**src/rtl/cnn_pkg.sv**
```systemverilog
`default_nettype none
// ============================================================================
// Module   : cnn_pkg
// Desc     : Shared constants for the MNIST layer sequencer: layer indices,
//            layer count, default per-layer timeout and FSM state encoding.
// Revision : 1.0 - initial release
// ============================================================================
package cnn_pkg;

    localparam int NUM_LAYERS             = 5;
    localparam int TIMEOUT_CYCLES_DEFAULT = 65535;

    // Layer indices in issue order
    localparam logic [2:0] L_CONV1 = 3'd0;
    localparam logic [2:0] L_POOL1 = 3'd1;
    localparam logic [2:0] L_CONV2 = 3'd2;
    localparam logic [2:0] L_POOL2 = 3'd3;
    localparam logic [2:0] L_FC    = 3'd4;

    // Sequencer state encoding
    localparam int STATE_W = 3;
    localparam logic [STATE_W-1:0] c_ST_IDLE  = 3'd0;
    localparam logic [STATE_W-1:0] c_ST_START = 3'd1;
    localparam logic [STATE_W-1:0] c_ST_WAIT  = 3'd2;
    localparam logic [STATE_W-1:0] c_ST_NEXT  = 3'd3;
    localparam logic [STATE_W-1:0] c_ST_DONE  = 3'd4;
    localparam logic [STATE_W-1:0] c_ST_ERROR = 3'd5;

endpackage
`default_nettype wire

```
**src/rtl/seq_timeout_counter.sv**
```systemverilog
`default_nettype none
// ============================================================================
// Module   : seq_timeout_counter
// Desc     : Clearable up-counter with a terminal-count flag. Optionally
//            saturates at the terminal value instead of wrapping.
// Revision : 1.0 - initial release
// ============================================================================
module seq_timeout_counter #(
    parameter int               WIDTH    = 16,
    parameter logic [WIDTH-1:0] TERMINAL = '1,
    parameter bit               SATURATE = 1'b0
) (
    input  logic             clk,
    input  logic             reset_n,
    input  logic             clr,
    input  logic             inc,
    output logic [WIDTH-1:0] count,
    output logic             tc
);

    assign tc = (count == TERMINAL);

    // Count register: clear wins over increment; saturating mode parks at TERMINAL
    always_ff @(posedge clk or negedge reset_n) begin
        if (!reset_n) begin
            count <= '0;
        end else if (clr) begin
            count <= '0;
        end else if (inc && !(SATURATE && tc)) begin
            count <= count + 1'b1;
        end
    end

endmodule
`default_nettype wire

```
**src/rtl/cnn_layer_sequencer.sv**
```systemverilog
`default_nettype none
// ============================================================================
// Module   : cnn_layer_sequencer
// Desc     : Run-level controller for the inference pipeline. Starts each
//            layer in order, waits for its finish pulse with a timeout guard,
//            and reports completion, sticky timeout error and run latency.
// Revision : 1.0 - initial release
// ============================================================================
module cnn_layer_sequencer #(
    parameter int NUM_LAYERS     = cnn_pkg::NUM_LAYERS,
    parameter int TIMEOUT_CYCLES = cnn_pkg::TIMEOUT_CYCLES_DEFAULT,
    parameter int CNT_WIDTH      = 24
) (
    input  logic                  clk,
    input  logic                  reset_n,
    input  logic                  run_start,
    input  logic                  abort,
    input  logic                  err_clear,
    input  logic [NUM_LAYERS-1:0] layer_finish,
    output logic [NUM_LAYERS-1:0] layer_start,
    output logic [2:0]            active_layer,
    output logic                  busy,
    output logic                  run_done,
    output logic                  run_error,
    output logic [2:0]            err_layer,
    output logic [CNT_WIDTH-1:0]  run_cycles
);

    import cnn_pkg::*;

    localparam int                  TO_WIDTH      = $clog2(TIMEOUT_CYCLES);
    localparam logic [2:0]          c_LAST        = 3'(NUM_LAYERS - 1);
    // The counter lands on TIMEOUT_CYCLES-1 on the same edge that enters ERROR
    localparam logic [TO_WIDTH-1:0] c_TO_TERMINAL = TO_WIDTH'(TIMEOUT_CYCLES - 2);

    logic [STATE_W-1:0]  r_state;
    logic [2:0]          r_cur;
    logic [2:0]          w_cur_inc;
    logic                w_finish;
    logic                w_timeout;
    logic                w_to_clr;
    logic                w_to_inc;
    logic                w_run_clr;
    logic                w_run_inc;
    logic [TO_WIDTH-1:0] w_to_count;
    logic                w_run_tc;
    logic                w_unused;

    assign w_cur_inc = r_cur + 3'd1;
    // Only the awaited layer's finish matters; all other bits are ignored
    assign w_finish  = layer_finish[r_cur];

    assign w_to_clr  = (r_state == c_ST_START);
    assign w_to_inc  = (r_state == c_ST_WAIT);
    assign w_run_clr = (r_state == c_ST_IDLE) && run_start && !abort;
    assign w_run_inc = (r_state == c_ST_START) || (r_state == c_ST_WAIT) ||
                       (r_state == c_ST_NEXT);

    seq_timeout_counter #(
        .WIDTH    (TO_WIDTH),
        .TERMINAL (c_TO_TERMINAL),
        .SATURATE (1'b0)
    ) u_timeout (
        .clk     (clk),
        .reset_n (reset_n),
        .clr     (w_to_clr),
        .inc     (w_to_inc),
        .count   (w_to_count),
        .tc      (w_timeout)
    );

    seq_timeout_counter #(
        .WIDTH    (CNT_WIDTH),
        .TERMINAL ({CNT_WIDTH{1'b1}}),
        .SATURATE (1'b1)
    ) u_run_cycles (
        .clk     (clk),
        .reset_n (reset_n),
        .clr     (w_run_clr),
        .inc     (w_run_inc),
        .count   (run_cycles),
        .tc      (w_run_tc)
    );

    // Timeout count value and run-counter saturation flag are not needed here
    assign w_unused = ^{w_to_count, w_run_tc};

    // Sequencing FSM; every host- and layer-facing output is registered here
    always_ff @(posedge clk or negedge reset_n) begin
        if (!reset_n) begin
            r_state      <= c_ST_IDLE;
            r_cur        <= L_CONV1;
            layer_start  <= '0;
            active_layer <= '0;
            busy         <= 1'b0;
            run_done     <= 1'b0;
            run_error    <= 1'b0;
            err_layer    <= '0;
        end else begin
            layer_start <= '0;
            run_done    <= 1'b0;
            if (abort) begin
                r_state      <= c_ST_IDLE;
                r_cur        <= L_CONV1;
                active_layer <= '0;
                busy         <= 1'b0;
                run_error    <= 1'b0;
                err_layer    <= '0;
            end else begin
                case (r_state)
                    c_ST_IDLE: begin
                        if (run_start) begin
                            r_state              <= c_ST_START;
                            r_cur                <= L_CONV1;
                            layer_start[L_CONV1] <= 1'b1;
                            active_layer         <= L_CONV1;
                            busy                 <= 1'b1;
                        end
                    end
                    c_ST_START: begin
                        r_state <= c_ST_WAIT;
                    end
                    c_ST_WAIT: begin
                        if (w_finish) begin
                            if (r_cur == c_LAST) begin
                                r_state      <= c_ST_DONE;
                                run_done     <= 1'b1;
                                busy         <= 1'b0;
                                active_layer <= '0;
                            end else begin
                                r_state <= c_ST_NEXT;
                            end
                        end else if (w_timeout) begin
                            r_state      <= c_ST_ERROR;
                            run_error    <= 1'b1;
                            err_layer    <= r_cur;
                            busy         <= 1'b0;
                            active_layer <= '0;
                        end
                    end
                    c_ST_NEXT: begin
                        r_state                <= c_ST_START;
                        r_cur                  <= w_cur_inc;
                        layer_start[w_cur_inc] <= 1'b1;
                        active_layer           <= w_cur_inc;
                    end
                    c_ST_DONE: begin
                        r_state <= c_ST_IDLE;
                    end
                    c_ST_ERROR: begin
                        if (err_clear) begin
                            r_state   <= c_ST_IDLE;
                            run_error <= 1'b0;
                            err_layer <= '0;
                        end
                    end
                    default: begin
                        r_state      <= c_ST_IDLE;
                        busy         <= 1'b0;
                        active_layer <= '0;
                    end
                endcase
            end
        end
    end

endmodule
`default_nettype wire

```
**config.mk**
```make
export PLATFORM = sky130hd
export DESIGN_NAME = cnn_layer_sequencer
export DESIGN_NICKNAME = d
export VERILOG_FILES = /design/src/rtl/cnn_pkg.sv /design/src/rtl/seq_timeout_counter.sv /design/src/rtl/cnn_layer_sequencer.sv
export SDC_FILE = /design/constraint.sdc
export NUM_CORES = 1
export LEC_CHECK = 0
export CAP_MARGIN = 10
export CORE_ASPECT_RATIO = 0.75
export CORE_MARGIN = 4
export CORE_UTILIZATION = 50
export CTS_BUF_LIST = sky130_fd_sc_hd__clkbuf_4
export DETAILED_ROUTE_END_ITERATION = 8
export PLACE_DENSITY_LB_ADDON = 0.25
export SLEW_MARGIN = 30
export SYNTH_ARGS = -nofsm -noshare
export SYNTH_HDL_FRONTEND = slang
export SYNTH_SLANG_ARGS = --single-unit
```
**constraint.sdc**
```tcl
create_clock -name clk -period 2.9 [get_ports clk]
set_input_delay 0.29 -clock clk [delete_from_list [all_inputs] [get_ports clk]]
set_output_delay 0.29 -clock clk [all_outputs]
set_load 0.01 [all_outputs]
```
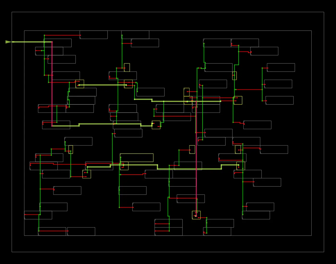
*Clock wiring as the flow saved it, run 1*
Clock Skew: 0.01476 ns
Clock Buffer Count: 9
clock latency on the worst-skew pair: 0.41 ns
Inserted Clock Buffers: 9

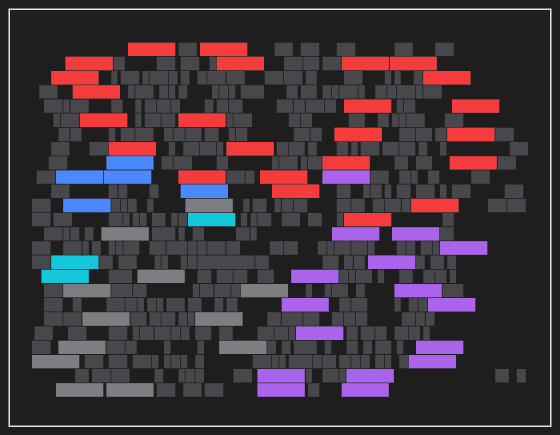
*Sequential cells grouped by signal name, run 1*
| netlist name | colour | sequential cells |
|---|---|---|
| layer_start | blue | 5 |
| u_run_cycles.count | red | 24 |
| active_layer | cyan | 3 |
| u_timeout.count | purple | 16 |
not coloured: 12
Flop+latch power: 946 uW
final core occ: 0.6276
register area: 0.001501 sq mm
Seq area share: 0.3695

==> Changelog: implementation, run 1 <==
### Implementation results

* Relative slew slack at 0.4069
* Hold crit path type: input port to asynchronous set/reset pin
* Ys cells at about 370
* FF-to-FF End: u_run_cycles.count[19]
* Met3 Usage GRT at 0.06201
* Status: completed
* Vias per cell at between 5 and 6
* Number of logic gates at ~280
* Top Layout Cells: dfrtp_1 (60), nand2_1 (50), clkdlybuf4s50_1 (46), mux2i_1 (25), nor2_1 (20)
* Root buffer cell: clkbuf_4
* RSZ-0062 raised after global routing: no
* Initial antenna violation count at 0
* DRC Markers at 0
* Number of global-route vias before repair at 2740
* Async set-reset flop share out of synthesis at 1.000
* Clk pwr at between 500 and 600 uW
* Crit path DAT at approximately 2.8 ns
* Avg Cell Area, Syn at 9.267 sq um
* CTS tree: yes
* Regs by FF count: u_run_cycles.count: 24 flops, u_timeout.count: 16 flops, layer_start: 5 flops
* Pwr dens at about 450 mW/mm^2
* Reported net switching power at approximately 560 uW
* Cts hold-fix bufs at 0
* Worst Max-Slew Pin Slew at between 0.8 and 0.9 ns
* Net Count, Synth at about 380
* Met1 Wirelength at between 4000 and 5000 microns
* Total chip power at approximately 1800 uW
* Routed via count at approximately 2.9k
* Maximum Capacitance Violations at 0
* Worst endpoint required time at approximately 3.2 ns
* Reg clk slew, reported paths at approximately 0.11 ns
* R2R Setup Slk at 0.46 ns
* I/O pins at approximately 48
* Metal3 WL at 459 microns
* GR peak layer: met1
* Critical Path Start: u_run_cycles.count[0]
* Yosys warns at 0
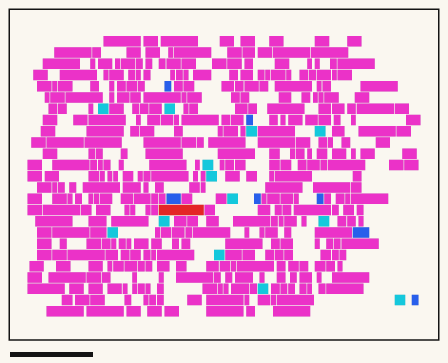
*Sizing map, run 1*
The bar under the picture is 20 microns long.
| size | colour | cells | share |
|---|---|---|---|
| _3 and _4 cells | cyan | 13 | 3.1% |
| _0 and _1 cells | magenta | 395 | 95% |
| _6 and larger | red | 1 | 0.24% |
| _2 cells | blue | 7 | 1.7% |
Signal buffers: 51
worst setup slack after layout: 0.4640 ns
Final Cell Area: 0.004064 sq mm
Synth-to-Final Area Change: 18.84%

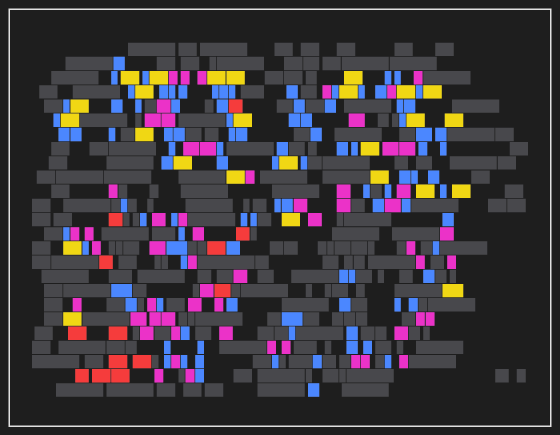
*Gate-type map, run 1*
| family | colour | cells |
|---|---|---|
| AND-OR and OR-AND gates | red | 13 |
| inverting AOI/OAI gates | magenta | 57 |
| multiplexers | yellow | 26 |
| NAND gates | blue | 101 |
top logic cell by instance count in the layout: dfrtp_1
multi-input gate share of the layout cell area: 0.4446
fin cells: 497

==> run 1 -> run 2 <==
==> constraint.sdc (replaced) <==
create_clock -name clk -period 2.4 [get_ports clk]
set_input_delay 0.24 -clock clk [delete_from_list [all_inputs] [get_ports clk]]
set_output_delay 0.24 -clock clk [all_outputs]
set_load 0.01 [all_outputs]
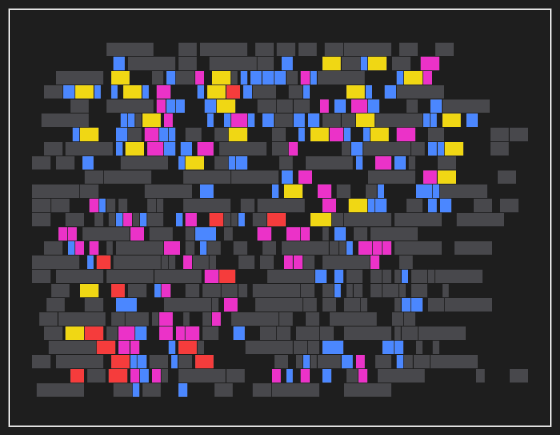
*Gate-type map, run 2*
| family | colour | cells |
|---|---|---|
| NAND gates | blue | 101 |
| multiplexers | yellow | 26 |
| inverting AOI/OAI gates | magenta | 57 |
| AND-OR and OR-AND gates | red | 13 |
multi-input gate share of the layout cell area: 0.4389
fin cells: 505

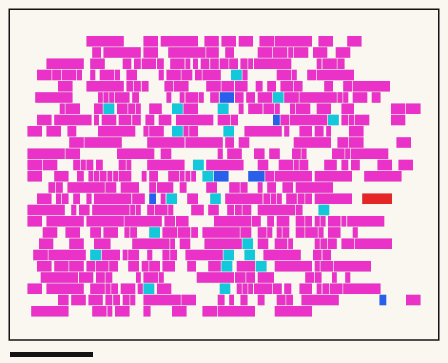
*Sizing map, run 2*
The bar under the picture is 20 microns long.
| size | colour | cells | share |
|---|---|---|---|
| _3 and _4 cells | cyan | 22 | 5.2% |
| _2 cells | blue | 6 | 1.4% |
| _6 and larger | red | 1 | 0.24% |
| _0 and _1 cells | magenta | 395 | 93% |

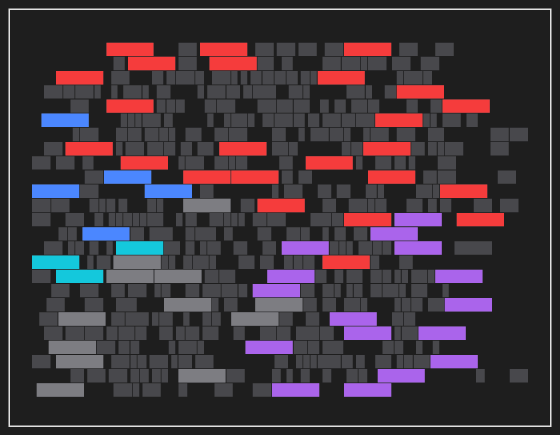
*Sequential cells grouped by signal name, run 2*
| netlist name | colour | sequential cells |
|---|---|---|
| active_layer | cyan | 3 |
| layer_start | blue | 5 |
| u_timeout.count | purple | 16 |
| u_run_cycles.count | red | 24 |
not coloured: 12
final core occ: 0.6371
Seq area share: 0.3640
Flop+latch power: 1140 uW

==> Changelog: implementation, run 2 <==
### Implementation results

* Status: completed
* Synth-to-Final Area Change at 20.64%
* Met3 Usage GRT at 0.07074
* Number of logic gates at around 280
* Avg Cell Area, Syn at around 9.3 sq um
* Ys cells at between 300 and 400
* Regs by FF count: u_run_cycles.count: 24 flops, u_timeout.count: 16 flops, layer_start: 5 flops
* Vias per cell at 5.990
* Clock latency on the worst-skew pair at 0.42 ns
* Clock Buffer Count at 11
* Final setup violation count at 0
* Cts hold-fix bufs at 1
* Hold crit path type: input port to asynchronous set/reset pin
* Worst endpoint required time at ~2.7 ns
* Worst setup slack after layout at just over 0.2 ns
* Register area at between 0.0015 and 0.002 sq mm
* Pwr dens at ~520 mW/mm^2
* Net Count, Synth at 384
* Inserted Clock Buffers at 9
* Async set-reset flop share out of synthesis at 1.000
* R2R Setup Slk at 0.20 ns
* Reg clk slew, reported paths at roughly 0.10 ns
* Reported net switching power at around 670 uW
* CTS tree: yes
* DRC Markers at 0
* Signal buffers at approximately 60
* Crit path DAT at approximately 2.5 ns
* Yosys warns at 0
* Initial antenna violation count at 0
* Top logic cell by instance count in the layout: dfrtp_1
* Met1 Wirelength at a little over 4000 microns
* Worst Max-Slew Pin Slew at 0.8120 ns
* Clock Skew at about 0.014 ns
* Maximum Capacitance Violations at 0
* Relative slew slack at 0.4586
* I/O pins at about 48
* Critical Path Start: u_run_cycles.count[0]
* Clk pwr at 586 uW
* Top Layout Cells: dfrtp_1 (60), nand2_1 (50), clkdlybuf4s50_1 (46), mux2i_1 (25), nor2_1 (20)
* Total chip power at around 2100 uW
* Final Cell Area at a little over 0.004 sq mm
* GR peak layer: met1
==> run 2 -> run 3 <==
--- a/config.mk
+++ b/config.mk
@@ -5,10 +5,11 @@
 export SDC_FILE = /design/constraint.sdc
 export NUM_CORES = 1
 export LEC_CHECK = 0
+export ABC_CLOCK_PERIOD_IN_PS = 2100
 export CAP_MARGIN = 10
 export CORE_ASPECT_RATIO = 0.75
 export CORE_MARGIN = 4
-export CORE_UTILIZATION = 50
+export CORE_UTILIZATION = 55
 export CTS_BUF_LIST = sky130_fd_sc_hd__clkbuf_4
 export DETAILED_ROUTE_END_ITERATION = 8
 export PLACE_DENSITY_LB_ADDON = 0.25
==> constraint.sdc (replaced) <==
create_clock -name clk -period 2.1 [get_ports clk]
set_input_delay 0.21 -clock clk [delete_from_list [all_inputs] [get_ports clk]]
set_output_delay 0.21 -clock clk [all_outputs]
set_load 0.01 [all_outputs]
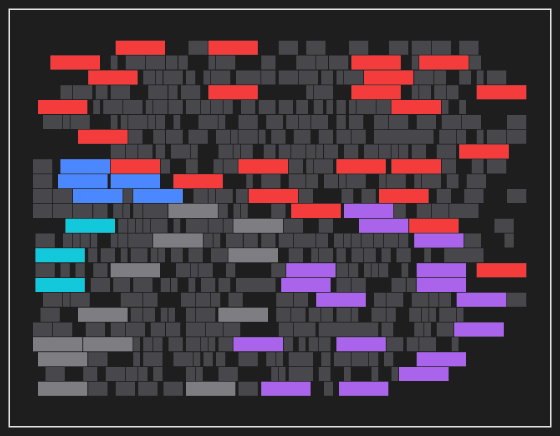
*Sequential cells grouped by signal name, run 3*
Seq area share: 0.3447
final core occ: 0.7363
Flop+latch power: 1260 uW

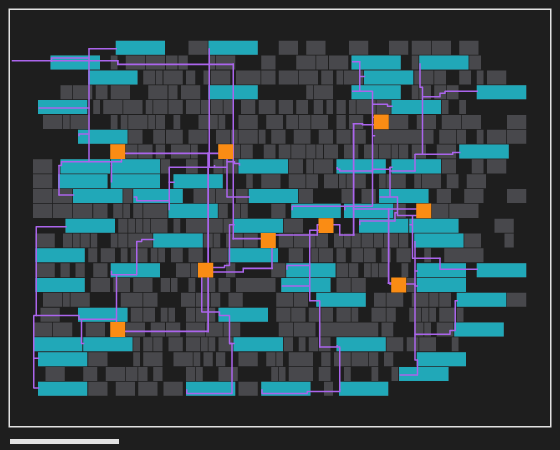
*Routed clock nets over the placement, run 3*
The bar under the picture is 20 microns long.
[flip-flops] cyan | count: 60
[clock drivers] orange | count: 9
[clock wires] purple | length: 778 microns
routed clock nets: 10
clock power share: 0.332
Clock Skew: 0.02053 ns
clk pwr: 906 uW

==> Changelog: implementation, run 3 <==
### Implementation results

* Async set-reset flop share out of synthesis at 1.000
* Relative slew slack at 0.5267
* Fin cells at between 500 and 600
* Metal3 WL at approximately 500 microns
* Maximum Capacitance Violations at 0
* Clock latency on the worst-skew pair at between 0.4 and 0.5 ns
* I/O pins at around 48
* Crit path DAT at between 2 and 2.5 ns
* Yosys warns at 0
* RSZ-0062 raised after global routing: yes
* Root buffer cell: clkbuf_4
* Top logic cell by instance count in the layout: dfrtp_1
* Cts hold-fix bufs at 1
* Net Count, Synth at 384
* Pwr dens at around 630 mW/mm^2
* Register area at 0.001501 sq mm
* FF-to-FF End: u_run_cycles.count[19]
* Avg Cell Area, Syn at slightly above 9 sq um
* Total chip power at 2730 uW
* Hold crit path type: input port to asynchronous set/reset pin
* Worst Max-Slew Pin Slew at between 0.7 and 0.8 ns
* GR peak layer: met2
* CTS tree: yes
* Top cells by area: dfrtp_1 (44%), mux2i_1 (7.3%), nand2_1 (5.5%), nand2b_1 (3.3%), nand4_1 (2.6%)
* Met3 Usage GRT at 0.06130
* Reported net switching power at between 700 and 800 uW
* WL/cell at 16.13 microns
* Multi-input gate share of the layout cell area at 0.4183
* Status: completed
* Regs by FF count: u_run_cycles.count: 24 flops, u_timeout.count: 16 flops, layer_start: 5 flops
* Final setup violation count at 0
* Number of logic gates at 280
* Inserted Clock Buffers at 9
* Worst endpoint required time at 2.43 ns
* Top Layout Cells: dfrtp_1 (60), nand2_1 (50), clkdlybuf4s50_1 (46), buf_4 (31), mux2i_1 (25)
* Vias per cell at between 5 and 6
* DRC Markers at 0
* R2R Setup Slk at roughly 0.052 ns
* CTS Sinks at around 60
* Synthesized area at about 0.0034 sq mm
* Number of global-route vias before repair at 3007
* Ys cells at 369
* Critical Path Start: u_run_cycles.count[0]
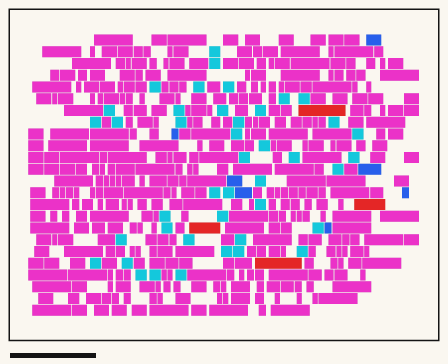
*Sizing map, run 3*
The bar under the picture is 20 microns long.
| size | colour | cells | share |
|---|---|---|---|
| _0 and _1 cells | magenta | 392 | 88% |
| _6 and larger | red | 4 | 0.90% |
| _2 cells | blue | 7 | 1.6% |
| _3 and _4 cells | cyan | 42 | 9.4% |
Final Cell Area: 0.004355 sq mm
Signal buffers: 81
Synth-to-Final Area Change: 27.37%
worst setup slack after layout: 0.05197 ns

Power figures rest on the tool's default switching activity, not on a simulated workload.
